Fig. 1: pin map
(6 px per um) Pins as bars across the die edge, other pins in gray.
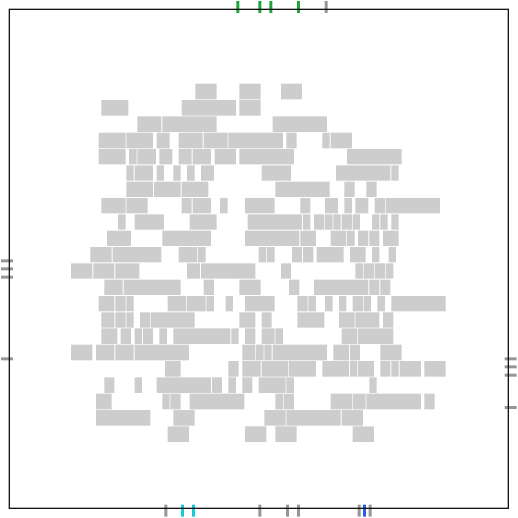
Fig. 2: close-up of the layout
Region (29, 12) to (54, 37) um. Cells in gray, sequential cells in the stronger gray; small squares are vias.
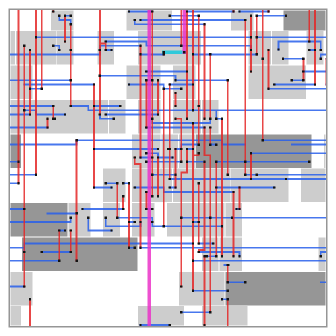
Fig. 3: logic cells by family
(3 px per um)
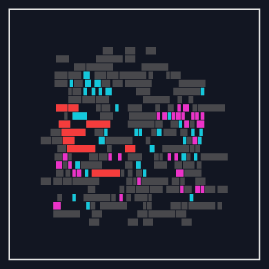
File: src/rtl/axi_arb_pkg.sv
// Shared constants and FSM state encoding for the AXI write-channel arbiter.
package axi_arb_pkg;

  localparam int NUM_MASTERS = 4;
  localparam int GRANT_W     = NUM_MASTERS;
  localparam int GRANT_ID_W  = $clog2(NUM_MASTERS);

  typedef enum logic [1:0] {
    ST_IDLE = 2'd0,
    ST_ADDR = 2'd1,
    ST_DATA = 2'd2,
    ST_RESP = 2'd3
  } arb_state_e;

endpackage

File: src/rtl/rr_picker.sv
// Combinational round-robin picker: first set request at or after ptr, wrapping.
module rr_picker
  import axi_arb_pkg::*;
(
  input  logic [GRANT_W-1:0]    req,
  input  logic [GRANT_ID_W-1:0] ptr,
  output logic [GRANT_W-1:0]    onehot,
  output logic [GRANT_ID_W-1:0] index,
  output logic                  any
);

  logic [GRANT_ID_W-1:0] cand;

  // NUM_MASTERS is a power of two, so the natural overflow of cand is the wrap.
  always_comb begin
    onehot = '0;
    index  = '0;
    any    = 1'b0;
    cand   = '0;
    for (int k = 0; k < NUM_MASTERS; k++) begin
      cand = ptr + GRANT_ID_W'(k);
      if (!any && req[cand]) begin
        any           = 1'b1;
        index         = cand;
        onehot[cand]  = 1'b1;
      end
    end
  end

endmodule

File: src/rtl/axi_write_arbiter.sv
// Round-robin write arbiter for 4 AXI masters: holds one grant from AW through B,
// with an optional idle-cycle watchdog that forces release of a stalled owner.
module axi_write_arbiter
  import axi_arb_pkg::*;
#(
  parameter int TIMEOUT_CYCLES = 255
) (
  input  logic                  aclk,
  input  logic                  aresetn,
  input  logic [GRANT_W-1:0]    m_awvalid,
  input  logic                  s_awready,
  input  logic                  s_wvalid,
  input  logic                  s_wready,
  input  logic                  s_wlast,
  input  logic                  s_bvalid,
  input  logic                  s_bready,
  output logic [GRANT_W-1:0]    grant,
  output logic [GRANT_ID_W-1:0] grant_id,
  output logic                  busy,
  output logic                  timeout,
  output logic [1:0]            state_dbg
);

  localparam int CNT_W = (TIMEOUT_CYCLES > 0) ? $clog2(TIMEOUT_CYCLES + 1) : 1;
  localparam logic [CNT_W-1:0] CNT_LAST =
    (TIMEOUT_CYCLES > 0) ? CNT_W'(TIMEOUT_CYCLES - 1) : '0;

  arb_state_e            state;
  logic [GRANT_ID_W-1:0] rr_ptr;
  logic                  wdone;
  logic [CNT_W-1:0]      cnt;

  logic [GRANT_W-1:0]    pick_onehot;
  logic [GRANT_ID_W-1:0] pick_index;
  logic                  pick_any;

  // Handshakes: a transfer happens on a rising edge where valid and ready are
  // both high; valid is never qualified by ready, only sampled together with it.
  logic aw_hs, w_hs, w_last_hs, b_hs, to_hit, release_b, release_t;

  assign aw_hs     = m_awvalid[grant_id] && s_awready;
  assign w_hs      = s_wvalid && s_wready;
  assign w_last_hs = w_hs && s_wlast;
  assign b_hs      = s_bvalid && s_bready;
  assign to_hit    = (TIMEOUT_CYCLES != 0) && (cnt == CNT_LAST);
  assign release_b = (state == ST_RESP) && b_hs;
  assign release_t = to_hit && (((state == ST_DATA) && !w_hs) ||
                                ((state == ST_RESP) && !b_hs));
  assign state_dbg = state;

  rr_picker u_picker (
    .req    (m_awvalid),
    .ptr    (rr_ptr),
    .onehot (pick_onehot),
    .index  (pick_index),
    .any    (pick_any)
  );

  always_ff @(posedge aclk or negedge aresetn) begin
    if (!aresetn) begin
      state    <= ST_IDLE;
      grant    <= '0;
      grant_id <= '0;
      busy     <= 1'b0;
      timeout  <= 1'b0;
      rr_ptr   <= '0;
      wdone    <= 1'b0;
      cnt      <= '0;
    end else begin
      timeout <= 1'b0;
      if (release_b || release_t) begin
        // cnt is about to reach TIMEOUT_CYCLES on a stall edge: release now.
        state   <= ST_IDLE;
        grant   <= '0;
        busy    <= 1'b0;
        rr_ptr  <= grant_id + GRANT_ID_W'(1);
        wdone   <= 1'b0;
        cnt     <= '0;
        timeout <= release_t;
      end else begin
        case (state)
          ST_IDLE: begin
            wdone <= 1'b0;
            cnt   <= '0;
            if (pick_any) begin
              grant    <= pick_onehot;
              grant_id <= pick_index;
              busy     <= 1'b1;
              state    <= ST_ADDR;
            end else begin
              grant <= '0;
            end
          end
          ST_ADDR: begin
            if (w_last_hs) wdone <= 1'b1;
            if (aw_hs) begin
              state <= (wdone || w_last_hs) ? ST_RESP : ST_DATA;
              cnt   <= '0;
            end
          end
          ST_DATA: begin
            if (w_last_hs) begin
              state <= ST_RESP;
              cnt   <= '0;
            end else if (w_hs) begin
              cnt <= '0;
            end else begin
              cnt <= cnt + CNT_W'(1);
            end
          end
          ST_RESP: cnt <= cnt + CNT_W'(1);
          default: state <= ST_IDLE;
        endcase
      end
    end
  end

endmodule

File: config.mk
export PLATFORM = sky130hd
export DESIGN_NAME = axi_write_arbiter
export DESIGN_NICKNAME = d
export VERILOG_FILES = /design/src/rtl/axi_arb_pkg.sv /design/src/rtl/rr_picker.sv /design/src/rtl/axi_write_arbiter.sv
export SDC_FILE = /design/constraint.sdc
export NUM_CORES = 1
export LEC_CHECK = 0
export CAP_MARGIN = 0
export CORE_MARGIN = 10
export CORE_UTILIZATION = 41
export DETAILED_ROUTE_END_ITERATION = 12
export MAX_ROUTING_LAYER = met4
export PLACE_DENSITY_LB_ADDON = 0.15
export SLEW_MARGIN = 20
export SYNTH_ARGS = -nofsm -noshare
export SYNTH_HDL_FRONTEND = slang
export SYNTH_SLANG_ARGS = --single-unit
export TNS_END_PERCENT = 50
File: constraint.sdc
create_clock -name aclk -period 4.6 [get_ports aclk]
set_clock_uncertainty 0.1 [all_clocks]
set_input_delay 0.92 -clock aclk [delete_from_list [all_inputs] [get_ports aclk]]
set_output_delay 0.92 -clock aclk [all_outputs]
set_load 0.02 [all_outputs]
==> run notes <==
yosys + openroad results -> LEAKAGE 0.812 nW, VDD IR-drop max 0.238 mV, DR vias 1406, CP endpoint kind flip-flop, max-cap viol count 0, Slew Limit Fails 0, detail-routed net length per standard cell 15.1 um, outcome finished clean, Synth Cell Area 1620 um^2, Layout Area Growth over Synthesis 16.5%, FMAX 312 MHz, final setup fails 0, post-route minimum period 3200 ps, final core occ 50.5%, # clock sinks 21, Data arrival, critical path 3240 ps, via-per-instance ratio 5.76, # diodes 0, row count 22, number of enable flip-flop cells 0, final worst slack 1400 ps, DR pass1 iterations 4, post-synth cell types 44, DRC 0, H-tree levels 1, crit-path leading delay family multiplexers, CTS hold repair buffers 0, Placed Cells 240, Min-Delay Path Class reg -> reg, worst-margin pin slew 738 ps, Pre-Place Util 43.4%, CP cell instances clkdlybuf4s50_1, mux4_1, a21boi_1, or3_1, mux2i_1, nor2_1, GR Overflow Total 0, crit path buf inv count 1, async set or reset register ratio after synthesis 100%, Ports 22, final non-filler cell total 244, Setup CP Type in -> reg, cells after synthesis 178, Post-CTS Setup Repair Bufs 0, clock slew at reported path FFs 80 ps, Num CTS Buffers 3, RSZ-0062 raised after global routing false, Top cell area share 32.4%, number of OpenROAD warnings 37, clock buffer depth 2, crit-path max cell delay 620 ps, Pwr Total 1.16 mW
Back to the opening pictures, Fig. 1:
port	color	pins	direction	edge
`grant_id`	cyan	2	output	bottom
`grant`	green	4	output	top
`s_wlast`	blue	1	input	bottom
die span in y: 82.9 um
die x size: 82.9 um
I/O Buffers: 21

Back to the opening pictures, Fig. 2:
layer	color
met1	blue
met4	magenta
met2	red
met3	cyan
sequential cells in the window	3
netlist names of flops here include	`state_dbg` (2), `wdone` (1)
cells with their middle in the window	38
most frequent	inv_1 (5), nand2_1 (5), ha_1 (4)

Back to the opening pictures, Fig. 3:
family	color	cells	most used
NOR gates	cyan	32	nor2_1
NAND gates	magenta	29	nand2_1
multiplexers	red	9	mux2_2

## layer usage
| layer | share of wire, % | global-route usage (%) | routed length, um | vias to the layer above |
|---|---|---|---|---|
| met2 | 50 | 17.7 | 1850 | 22 |
| met3 | 2.0 | 1.07 | 75 | 4 |
| met1 | 46 | 12.2 | 1710 | 686 |
| met5 | 0 | - | 0 | - |
| li1 | - | - | - | 694 |
| met4 | 1.7 | 5.08 | 63 | 0 |
## where the power goes
part           total, mW  leakage (nW)  switching, mW  internal [mW]
logic              0.711         0.519          0.385          0.327
clock network      0.123        0.0255         0.0623         0.0604
registers          0.325         0.267         0.0828          0.242
## worst paths after layout
kind / startpoint / end / slack, ps / cells after the start
min: busy / busy / 410 / 2
max: m_awvalid[2] / state_dbg[1] / 1400 / 6
min reg2reg: busy / busy / 410 / 2
min in group asynchronous: aresetn / timeout / 500 / 1
max reg2reg: rr_ptr[0] / grant[3] / 1810 / 6
max in group asynchronous: aresetn / grant[3] / 3560 / 1
## final cells by class
class | instances | area (um^2)
tap | 48 | 60.1
inverter | 10 | 37.5
timing repair buffer | 21 | 205
sequential | 21 | 526
fill | 383 | 1850
clock buffer | 3 | 41.3
clock inverter | 1 | 5.00
multi-input combinational | 140 | 1020
## logic make-up (layout without fill, tap and decap cells)
family | after synthesis | count (layout) | share of synthesized area [%]
AND/OR/NAND/NOR | 67 | 67 | 20.3
AND-OR/OR-AND | 49 | 49 | 21.6
flip-flops | 21 | 21 | 32.4
buffers and inverters | 17 | 35 | 5.01
adder cells (fa/ha/maj) | 14 | 14 | 10.8
multiplexers | 9 | 9 | 9.32
XOR/XNOR | 1 | 1 | 0.539
## worst reg2reg max path, stage by stage (launching register included)
cell and delay (ps):
dfrtp_1 740, inv_1 220, ha_1 420, mux4_2 420, a221oi_1 360, nor4_1 100, a221o_2 310
## synth_stat cells, types with 2 or more instances
master / n
dfrtp_1: 21
nor2_1: 21
nand2_1: 17
a21oi_1: 15
ha_1: 14
inv_1: 10
o21ai_0: 9
nand3_1: 7
a21o_1: 5
nor3_1: 5
a221oi_1: 4
buf_2: 4
nor4_1: 4
a221o_2: 3
mux2_2: 3
nand3b_1: 3
a22oi_1: 2
and3_1: 2
mux2i_1: 2
mux4_1: 2
mux4_2: 2
## layout by cell type, fill, tap and decap left out, types with 2 or more instances in the layout
cell,instances
a22oi_1,2
nand2_1,17
a221oi_1,4
clkbuf_8,3
dfrtp_1,21
nor2_1,21
a21o_1,5
mux2_2,3
nand3_1,7
inv_1,10
mux4_1,2
o21ai_0,9
clkdlybuf4s50_1,20
mux4_2,2
ha_1,14
nor3_1,5
nor4_1,4
and3_1,2
nand3b_1,3
a21oi_1,15
mux2i_1,2
a221o_2,3
## state kept, by name, summed over array words and instances, names as in the netlist
register,flops
busy,1
cnt,8
grant,4
grant_id,2
rr_ptr,2
state_dbg,2
timeout,1
wdone,1
Power is estimated from default activity; no workload was simulated.
